==> config.mk <==
export PLATFORM = sky130hd
export DESIGN_NAME = mod4051_chunk_accumulator_flat
export DESIGN_NICKNAME = d
export VERILOG_FILES = /design/src/rtl/mod4051_chunk_accumulator_if.sv /design/src/rtl/mod4051_chunk_accumulator.sv /design/src/flat_wrapper.sv
export SDC_FILE = /design/constraint.sdc
export NUM_CORES = 1
export LEC_CHECK = 0
export ABC_CLOCK_PERIOD_IN_PS = 4290
export CAP_MARGIN = 0
export CORE_ASPECT_RATIO = 0.75
export CORE_MARGIN = 4
export CORE_UTILIZATION = 30
export DETAILED_ROUTE_END_ITERATION = 8
export GPL_TIMING_DRIVEN = 1
export SETUP_SLACK_MARGIN = 0.15
export SLEW_MARGIN = 20
export SYNTH_ARGS = -nofsm -noshare
export SYNTH_HDL_FRONTEND = slang
export SYNTH_SLANG_ARGS = --single-unit
==> constraint.sdc <==
create_clock -name clk -period 4.29 [get_ports clk]
set_clock_uncertainty 0.1 [all_clocks]
set_input_delay 1.287 -clock clk [delete_from_list [all_inputs] [get_ports clk]]
set_output_delay 1.287 -clock clk [all_outputs]
set_load 0.05 [all_outputs]
==> src/rtl/mod4051_chunk_accumulator_if.sv <==
// Handshake bundle between the per-chunk residue LUT bank, the accumulator and the residue consumer.
`timescale 1ns/1ps
interface mod4051_chunk_accumulator_if #(parameter int W = 12);
  logic         in_valid;
  logic         in_ready;
  logic [W-1:0] in_data;
  logic         out_valid;
  logic         out_ready;
  logic [W-1:0] out_data;
  logic         busy;

  modport master (output in_valid, in_data, out_ready,
                  input  in_ready, out_valid, out_data, busy);
  modport slave  (input  in_valid, in_data, out_ready,
                  output in_ready, out_valid, out_data, busy);
endinterface

==> src/rtl/mod4051_chunk_accumulator.sv <==
// Serial modular accumulator: sums N_TERMS chunk residues mod MOD through one shared adder/reducer.
`timescale 1ns/1ps
module mod4051_chunk_accumulator #(
  parameter int MOD     = 4051,
  parameter int W       = 12,
  parameter int N_TERMS = 67
) (
  input logic clk,
  input logic rst,
  mod4051_chunk_accumulator_if.slave bus
);

  typedef enum logic {ACC, DONE} state_t;

  localparam logic [W:0] MOD1 = (W+1)'(MOD);
  localparam logic [W:0] MOD2 = (W+1)'(2*MOD);
  localparam logic [7:0] LAST = 8'(N_TERMS-1);

  state_t       state, state_nxt;
  logic [W-1:0] acc, acc_nxt;
  logic [W-1:0] out_q, out_nxt;
  logic [7:0]   cnt, cnt_nxt;
  logic         busy_q, busy_nxt;
  logic [W:0]   s;
  logic [W-1:0] r;
  logic         accept;

  // acc < MOD and in_data < 2*MOD, so two conditional subtractions always land below MOD
  always_comb begin
    s = {1'b0, acc} + {1'b0, bus.in_data};
    if (s >= MOD2)      r = W'(s - MOD2);
    else if (s >= MOD1) r = W'(s - MOD1);
    else                r = W'(s);
  end

  assign accept = bus.in_valid && (state == ACC);

  always_comb begin
    state_nxt = state;
    acc_nxt   = acc;
    cnt_nxt   = cnt;
    out_nxt   = out_q;
    busy_nxt  = busy_q;
    case (state)
      ACC: if (accept) begin
        busy_nxt = 1'b1;
        if (cnt == LAST) begin
          out_nxt   = r;
          acc_nxt   = '0;
          cnt_nxt   = '0;
          state_nxt = DONE;
        end else begin
          acc_nxt = r;
          cnt_nxt = cnt + 8'd1;
        end
      end
      DONE: if (bus.out_ready) begin
        busy_nxt  = 1'b0;
        state_nxt = ACC;
      end
      default: state_nxt = ACC;
    endcase
  end

  always_ff @(posedge clk) begin
    if (rst) begin
      state  <= ACC;
      acc    <= '0;
      cnt    <= '0;
      out_q  <= '0;
      busy_q <= 1'b0;
    end else begin
      state  <= state_nxt;
      acc    <= acc_nxt;
      cnt    <= cnt_nxt;
      out_q  <= out_nxt;
      busy_q <= busy_nxt;
    end
  end

  // Handshake flags are pure decodes of the state register
  assign bus.in_ready  = (state == ACC);
  assign bus.out_valid = (state == DONE);
  assign bus.out_data  = out_q;
  assign bus.busy      = busy_q;

endmodule

==> src/flat_wrapper.sv <==
// flat-port wrapper written by rule: the top's interface ports become plain ports
module mod4051_chunk_accumulator_flat 
#(
  parameter int MOD     = 4051,
  parameter int W       = 12,
  parameter int N_TERMS = 67
)
  (clk, rst, bus_in_valid, bus_in_data, bus_out_ready, bus_in_ready, bus_out_valid, bus_out_data, bus_busy);
  mod4051_chunk_accumulator_if #(.W(W)) bus_i ();
  input logic clk;
  input logic rst;
  input wire logic [$bits(bus_i.in_valid)-1:0] bus_in_valid;
  input wire logic [$bits(bus_i.in_data)-1:0] bus_in_data;
  input wire logic [$bits(bus_i.out_ready)-1:0] bus_out_ready;
  output wire logic [$bits(bus_i.in_ready)-1:0] bus_in_ready;
  output wire logic [$bits(bus_i.out_valid)-1:0] bus_out_valid;
  output wire logic [$bits(bus_i.out_data)-1:0] bus_out_data;
  output wire logic [$bits(bus_i.busy)-1:0] bus_busy;
  assign bus_i.in_valid = bus_in_valid;
  assign bus_i.in_data = bus_in_data;
  assign bus_i.out_ready = bus_out_ready;
  assign bus_in_ready = bus_i.in_ready;
  assign bus_out_valid = bus_i.out_valid;
  assign bus_out_data = bus_i.out_data;
  assign bus_busy = bus_i.busy;
  mod4051_chunk_accumulator #(.MOD(MOD), .W(W), .N_TERMS(N_TERMS)) u_core (.clk(clk), .rst(rst), .bus(bus_i));
endmodule
==> GITHUB_STEP_SUMMARY, run 1 <==
### Metrics collected by this job

| Metric | Value |
|---|---|
| TritonCTS Buffers | `5` |
| Mapped Area | `between 2000 and 3000 sq um` |
| RR Startpoint | `u_core.acc[6]` |
| Status | `complete, no violations` |
| Peak supply drop | `0.231 mV` |
| Critical Path Source Type | `input pin` |
| Critical path cell sequence | `clkdlybuf4s15_1 -> ha_2 -> a21o_1 -> a221o_1 -> buf_4 -> or4_4 -> a21oi_4 -> a311oi_4 -> or4_4 -> a21oi_4 -> mux2_4 -> a211oi_2` |
| Die area | `between 10000 and 15000 sq um` |
| Reg2reg path depth | `11` |
| DR DRC count | `0` |
| Cells after synthesis | `339` |
| CP Data Arrival Time | `4.16 ns` |
| Met1 Track Usage GR | `0.235` |
| TritonRoute pass-1 iters | `4` |
| FF-to-FF End | `u_core.bus.out_data[10]` |
| Largest net degree at the start of global routing | `21` |
| Vias in the first global route | `2904` |
| Ys Warns | `0` |
| Count of final setup violators | `0` |
| H-tree depth | `2` |
| CTS Buffer Depth | `2` |
| Placer Congestion | `0.871` |
| Ratio of cells with drive above 1 in the final layout | `0.379` |
| Via Count | `2978` |
| Gr ovfl total | `0` |
| Number of enable flip-flop cells | `0` |
| Post-route ant nets | `0` |
| Total Power | `0.00268 W` |
| Vias/cell | `5.33` |
| Routed length on met3 | `a little under 500 microns` |
| Synth top cell by count | `nand2_1` |
| Synth async-reset ratio | `0` |
| Starting Density | `0.313` |
| CTS Hold Bufs | `0` |
| CP endpoint | `u_core.bus.out_data[10]` |
| MI comb area | `2330 sq um` |
| Area grow syn2layout | `61.5%` |
| Fmax | `approximately 0.25 GHz` |
| Delay-heaviest family, CP | `AND-OR/OR-AND gates` |
| YS chip area | `between 2000 and 3000 sq um` |
| CP Class | `input pin to flop` |
| Synth cell count leaders | `nand2_1, dfxtp_1, nor2_1` |
| Overall routing resource usage | `0.165` |
| Lkg Pwr | `~1.7 nW` |
| Endpoint type of the worst setup path | `flop` |
| Sink Count | `34` |
| Yosys cell types | `68` |
| Antenna diodes | `0` |
| Max-Cap Viols | `0` |
| I/O Pins | `31` |
| Ys flop type | `dfxtp_1` |
| Power Density | `617 nW/um^2` |
| Slew Viols, Final | `0` |
| Final Hold Fails | `0` |
| Fin crit share | `0.944` |
| Clock transition at the registers of the reported paths | `0.05 ns` |
| Sum Neg Setup Slack | `0 ns` |
| RSZ-0062 raised after global routing | `yes` |
| Clk Tree Root Cell | `clkbuf_16` |
| Layout fillers | `roughly 800` |
| R2R Setup Slk | `between 0.9 and 1 ns` |
| Setup crit start | `bus_in_data[5]` |
| WP depth | `12` |
| Port bufs | `30` |
| Dpl cell area | `roughly 3600 sq um` |
| Met2 WL | `approximately 4000 microns` |
| Mean Syn Cell Area | `~8 sq um` |
| Most frequent cells in the layout | `buf_4, dfxtp_1, nand2_1` |
==> run 1: where the power goes <==
part,internal [W],total (W),leakage [nW],switching (W)
combinational,0.000926,0.00187,1.34,0.000942
clock,0.000274,0.000422,0.0760,0.000148
sequential,0.000353,0.000390,0.277,0.0000373
total,0.00155,0.00268,1.69,0.00113
==> run 1: per-stage QoR <==
step / hold WS (ns) / setup WS (ns)
4_1_cts: 0.379 / 0.159
3_3_place_gp: 0.343 / -0.534
6_report: 0.372 / 0.241
2_1_floorplan: 0.329 / 0.102
5_1_grt: 0.420 / 0.105
3_5_place_dp: 0.365 / -0.553
==> run 1: sequential cells by signal (all words and copies together), names as in the netlist <==
register	count
u_core.cnt	8
u_core.bus.out_data	12
u_core.bus.busy	1
u_core.acc	12
u_core.bus.out_valid	1
==> run 1: logic make-up (layout without fill, tap and decap cells) <==
family,count (synthesis),in the layout,share of synthesized area
compound gates,102,103,0.283
xor+xnor,19,19,0.0618
fa+ha+maj,19,19,0.0911
buf+inv,28,139,0.0511
flops,34,34,0.253
mux,3,3,0.0121
simple gates,134,134,0.248
==> run 1: how the worst min path moves through the flow <==
stage                              start        endpoint  slack (ns)  depth (start not counted)
final                     u_core.acc[10]  u_core.acc[10]        0.37                          2
after global routing      u_core.acc[11]  u_core.acc[11]        0.42                          2
after CTS                 u_core.acc[10]  u_core.acc[10]        0.38                          2
after detailed placement  u_core.acc[10]  u_core.acc[10]        0.36                          2
after global placement     u_core.acc[0]   u_core.acc[0]        0.34                          2
after floorplan            u_core.acc[0]   u_core.acc[0]        0.33                          2
==> run 1: final cells by class <==
type | count | area share
repair buffers | 121 | 0.229
multi-input cells | 278 | 0.535
well taps | 108 | 0.0311
clock inverters | 3 | 0.0104
flip-flops and latches | 34 | 0.157
clock buffers | 5 | 0.0288
inverters | 10 | 0.00863
Figure 1. Logic cells by family (run 1).
The bar under the picture is 20 microns long.
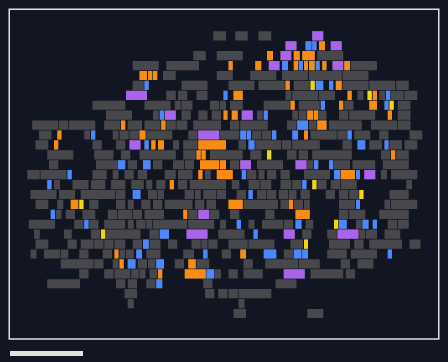
| family | colour | cells | most used |
|---|---|---|---|
| NOR gates | orange | 57 | nor2_1 |
| XOR/XNOR gates | purple | 19 | xnor2_1 |
| NAND gates | blue | 58 | nand2_1 |
| inverters | yellow | 10 | inv_1 |
final std cells w/o fill: 559
combinational share of cell area: 0.535
Top cell excl fill/tap: buf_4

Figure 2. Clock network drawn from the DEF (run 1).
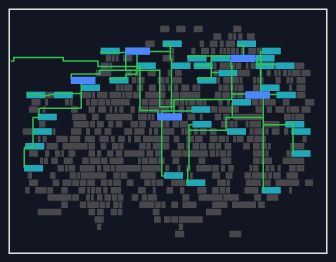
[flip-flops] cyan | count: 34
[clock wires] green | length: 584 microns
[cells driving clock nets] blue | count: 5
routed clock nets: 6
clk pwr: 0.000422 W
Clk pwr share: 0.157
Latency at later pin: 0.29 ns

Figure 3. Congestion heat map (run 1).
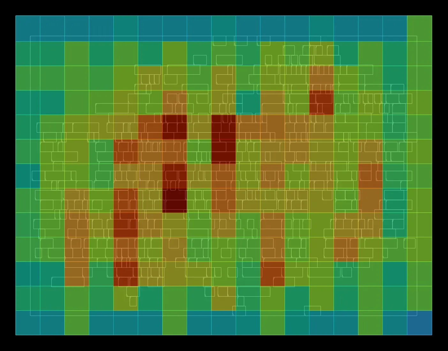
final core occ: 0.506
DR WL/cell: 15.8 microns
busiest grt layer: met2
met3 GRT Util: 0.0389

Figure 4. Cells by drive strength (run 1).
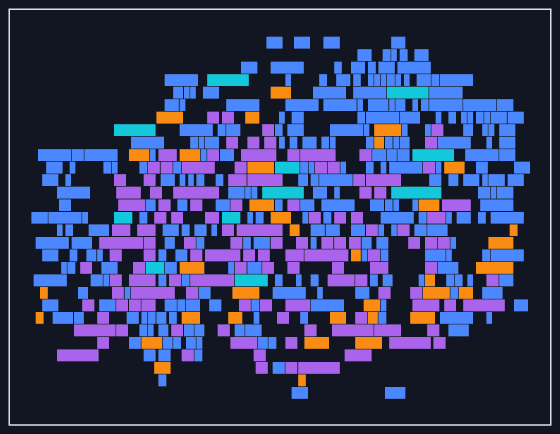

## Run 2: what changed since run 1
--- a/config.mk
+++ b/config.mk
@@ -12,6 +12,8 @@
 export CORE_UTILIZATION = 30
 export DETAILED_ROUTE_END_ITERATION = 8
 export GPL_TIMING_DRIVEN = 1
+export PLACE_DENSITY_LB_ADDON = 0.05
+export REMOVE_ABC_BUFFERS = 1
 export SETUP_SLACK_MARGIN = 0.15
 export SLEW_MARGIN = 20
 export SYNTH_ARGS = -nofsm -noshare
Figure 5. Cells by drive strength (run 2).
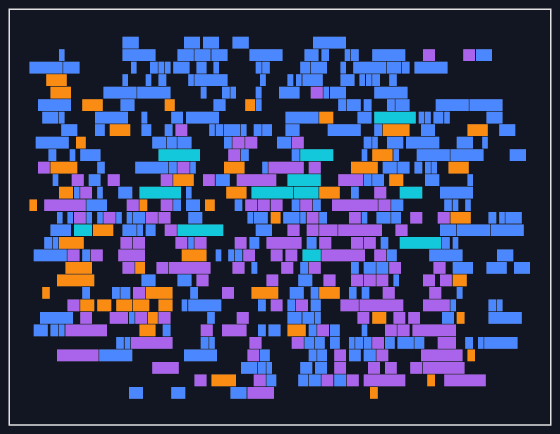
| size | colour | cells |
|---|---|---|
| drive 3 to 4 | purple | 124 |
| drive 6 and up | cyan | 12 |
| drive 1 or less | blue | 277 |
| drive 2 | orange | 50 |
non-clock buffer count in the final layout: 133
post-layout worst setup margin: 0.230 ns
Finished Cell Area: 4390 sq um

==> run 2 against run 1 <==
Effect of this change:
- clock power decreased by 13%
- cell count increased by 2.1%
- worst hold slack got worse by 0.016 ns
- die size unchanged
- sequential share of layout area decreased by 0.14 points
- sequential power about the same
- largest power group unchanged
- critical path depth increased by 3
==> GITHUB_STEP_SUMMARY, run 2 <==
### Metrics collected by this job

| Metric | Value |
|---|---|
| Layout fillers | `844 (was 811)` |
| Overall routing resource usage | `0.178 (was 0.165)` |
| Count of final setup violators | `0 (unchanged)` |
| Via Count | `2994 (was 2978)` |
| Critical Path Source Type | `input pin (unchanged)` |
| Worst Hold Launch | `u_core.acc[10] (unchanged)` |
| Final Hold Fails | `0 (unchanged)` |
| Ratio of cells with drive above 1 in the final layout | `0.402 (was 0.379)` |
| Yosys cell types | `68 (unchanged)` |
| Synth top cell by count | `nand2_1 (unchanged)` |
| Switching Power | `0.00112 W (was 0.00113 W)` |
| Power Density | `606 nW/um^2 (was 617 nW/um^2)` |
| Reg2reg path depth | `14 (was 11)` |
| Clock transition at the registers of the reported paths | `0.05 ns (about the same)` |
| Ys flop type | `dfxtp_1 (unchanged)` |
| Synth cell count leaders | `nand2_1, dfxtp_1, nor2_1 (unchanged)` |
| DR DRC count | `0 (unchanged)` |
| Peak supply drop | `0.270 mV (was 0.231 mV)` |
| Total Power | `0.00266 W (was 0.00268 W)` |
| Met2 WL | `4360 microns (was 3890 microns)` |
| I/O Pins | `31 (unchanged)` |
| Status | `complete, no violations (unchanged)` |
| Antenna diodes | `0 (unchanged)` |
| Latency at later pin | `0.28 ns (was 0.29 ns)` |
| Post-route ant nets | `0 (unchanged)` |
| Worst hold margin | `0.357 ns (was 0.372 ns)` |
| CTS Buffer Depth | `2 (unchanged)` |
| Hold depth | `2 (unchanged)` |
| Fin crit share | `0.946 (was 0.944)` |
| Register share of total power | `0.148 (was 0.146)` |
| Hold EP | `u_core.acc[10] (unchanged)` |
| Starting Density | `0.313 (unchanged)` |
| Mapped Area | `2690 sq um (unchanged)` |
| Vias in the first global route | `2904 (unchanged)` |
| Clk pwr share | `0.138 (was 0.157)` |
| Die area | `10600 sq um (unchanged)` |
| Max-Cap Viols | `0 (unchanged)` |
| YS chip area | `2690 sq um (unchanged)` |
| Final std cells w/o fill | `571 (was 559)` |
| Delay-heaviest family, CP | `AND-OR/OR-AND gates (unchanged)` |
| Most frequent cells in the layout | `buf_4, nand2_1, dfxtp_1 (was buf_4, dfxtp_1, nand2_1)` |
| R2R Setup Slk | `0.93 ns (was 0.98 ns)` |
| Port bufs | `30 (unchanged)` |
| Dpl cell area | `3690 sq um (was 3620 sq um)` |
| Slew Viols, Final | `0 (unchanged)` |
| Cell Int Power | `0.00154 W (was 0.00155 W)` |
| Lkg Pwr | `1.74 nW (was 1.69 nW)` |
| H-tree depth | `2 (unchanged)` |
| DP Worst Slack | `-0.531 ns (was -0.553 ns)` |
| Gate power share | `0.714 (was 0.697)` |
| Sum Neg Setup Slack | `0 ns (unchanged)` |
| CP Class | `input pin to flop (unchanged)` |
| Routed length on met3 | `339 microns (was 484 microns)` |
| Endpoint type of the worst setup path | `flop (unchanged)` |
| Sink Count | `34 (unchanged)` |
| Placer Congestion | `0.902 (was 0.871)` |
| Top cell excl fill/tap | `buf_4 (unchanged)` |
| Cells after synthesis | `339 (unchanged)` |
| Clk Tree Root Cell | `clkbuf_16 (unchanged)` |
| RR Startpoint | `u_core.acc[9] (was u_core.acc[6])` |
| RSZ-0062 raised after global routing | `yes (unchanged)` |
==> run 2: cell families after synthesis <==
family,Yosys count,synth area share
flip-flops,34,0.253
AND-OR/OR-AND,102,0.283
multiplexers,3,0.0121
XOR/XNOR,19,0.0618
adder cells (fa/ha/maj),19,0.0911
AND/OR/NAND/NOR,134,0.248
buffers and inverters,28,0.0511
==> run 2: per-layer routing <==
metal,global-route usage,vias up
li1,-,1512
met1,0.254,1431
met2,0.280,45
met3,0.0370,6
met4,0.0293,0
met5,0,-
==> run 2: worst max path at each step <==
stage                              start                      end  slack [ns]  cells past startpoint
final                     bus_in_data[5]   u_core.bus.out_data[2]        0.23                     15
after global routing      bus_in_data[5]   u_core.bus.out_data[6]        0.12                     14
after CTS                 bus_in_data[7]  u_core.bus.out_data[10]        0.18                     11
after detailed placement  bus_in_data[0]  u_core.bus.out_data[10]       -0.53                     13
after global placement    bus_in_data[0]  u_core.bus.out_data[10]       -0.48                     13
after floorplan           bus_in_data[0]  u_core.bus.out_data[10]       -0.15                     11
==> run 2: power by group through the flow <==
stage	clock network [W]	registers [W]	logic [W]
after global placement	0	0.000385	0.00152
after CTS	0.000380	0.000388	0.00178
after global routing	0.000394	0.000397	0.00206
after floorplan	0	0.000378	0.000784
final	0.000368	0.000392	0.00190
after detailed placement	0	0.000386	0.00153
==> run 2: final cells by class <==
class,instances,area (sq um),area share
well taps,108,135,0.0308
repair buffers,133,1100,0.251
inverters,10,37.5,0.00856
multi-input cells,278,2290,0.521
clock inverters,1,5.00,0.00114
clock buffers,7,143,0.0325
flip-flops and latches,34,681,0.155
==> run 2: what timing repair did <==
| item | in CTS | in global routing |
|---|---|---|
| resized | 64 | 27 |
| pin swaps | 35 | 19 |
| setup buffers | 11 | 5 |
| setup endpoints to repair | 24 | 22 |
| gates cloned | 2 | 0 |
Power figures rest on the tool's default switching activity, not on a simulated workload.
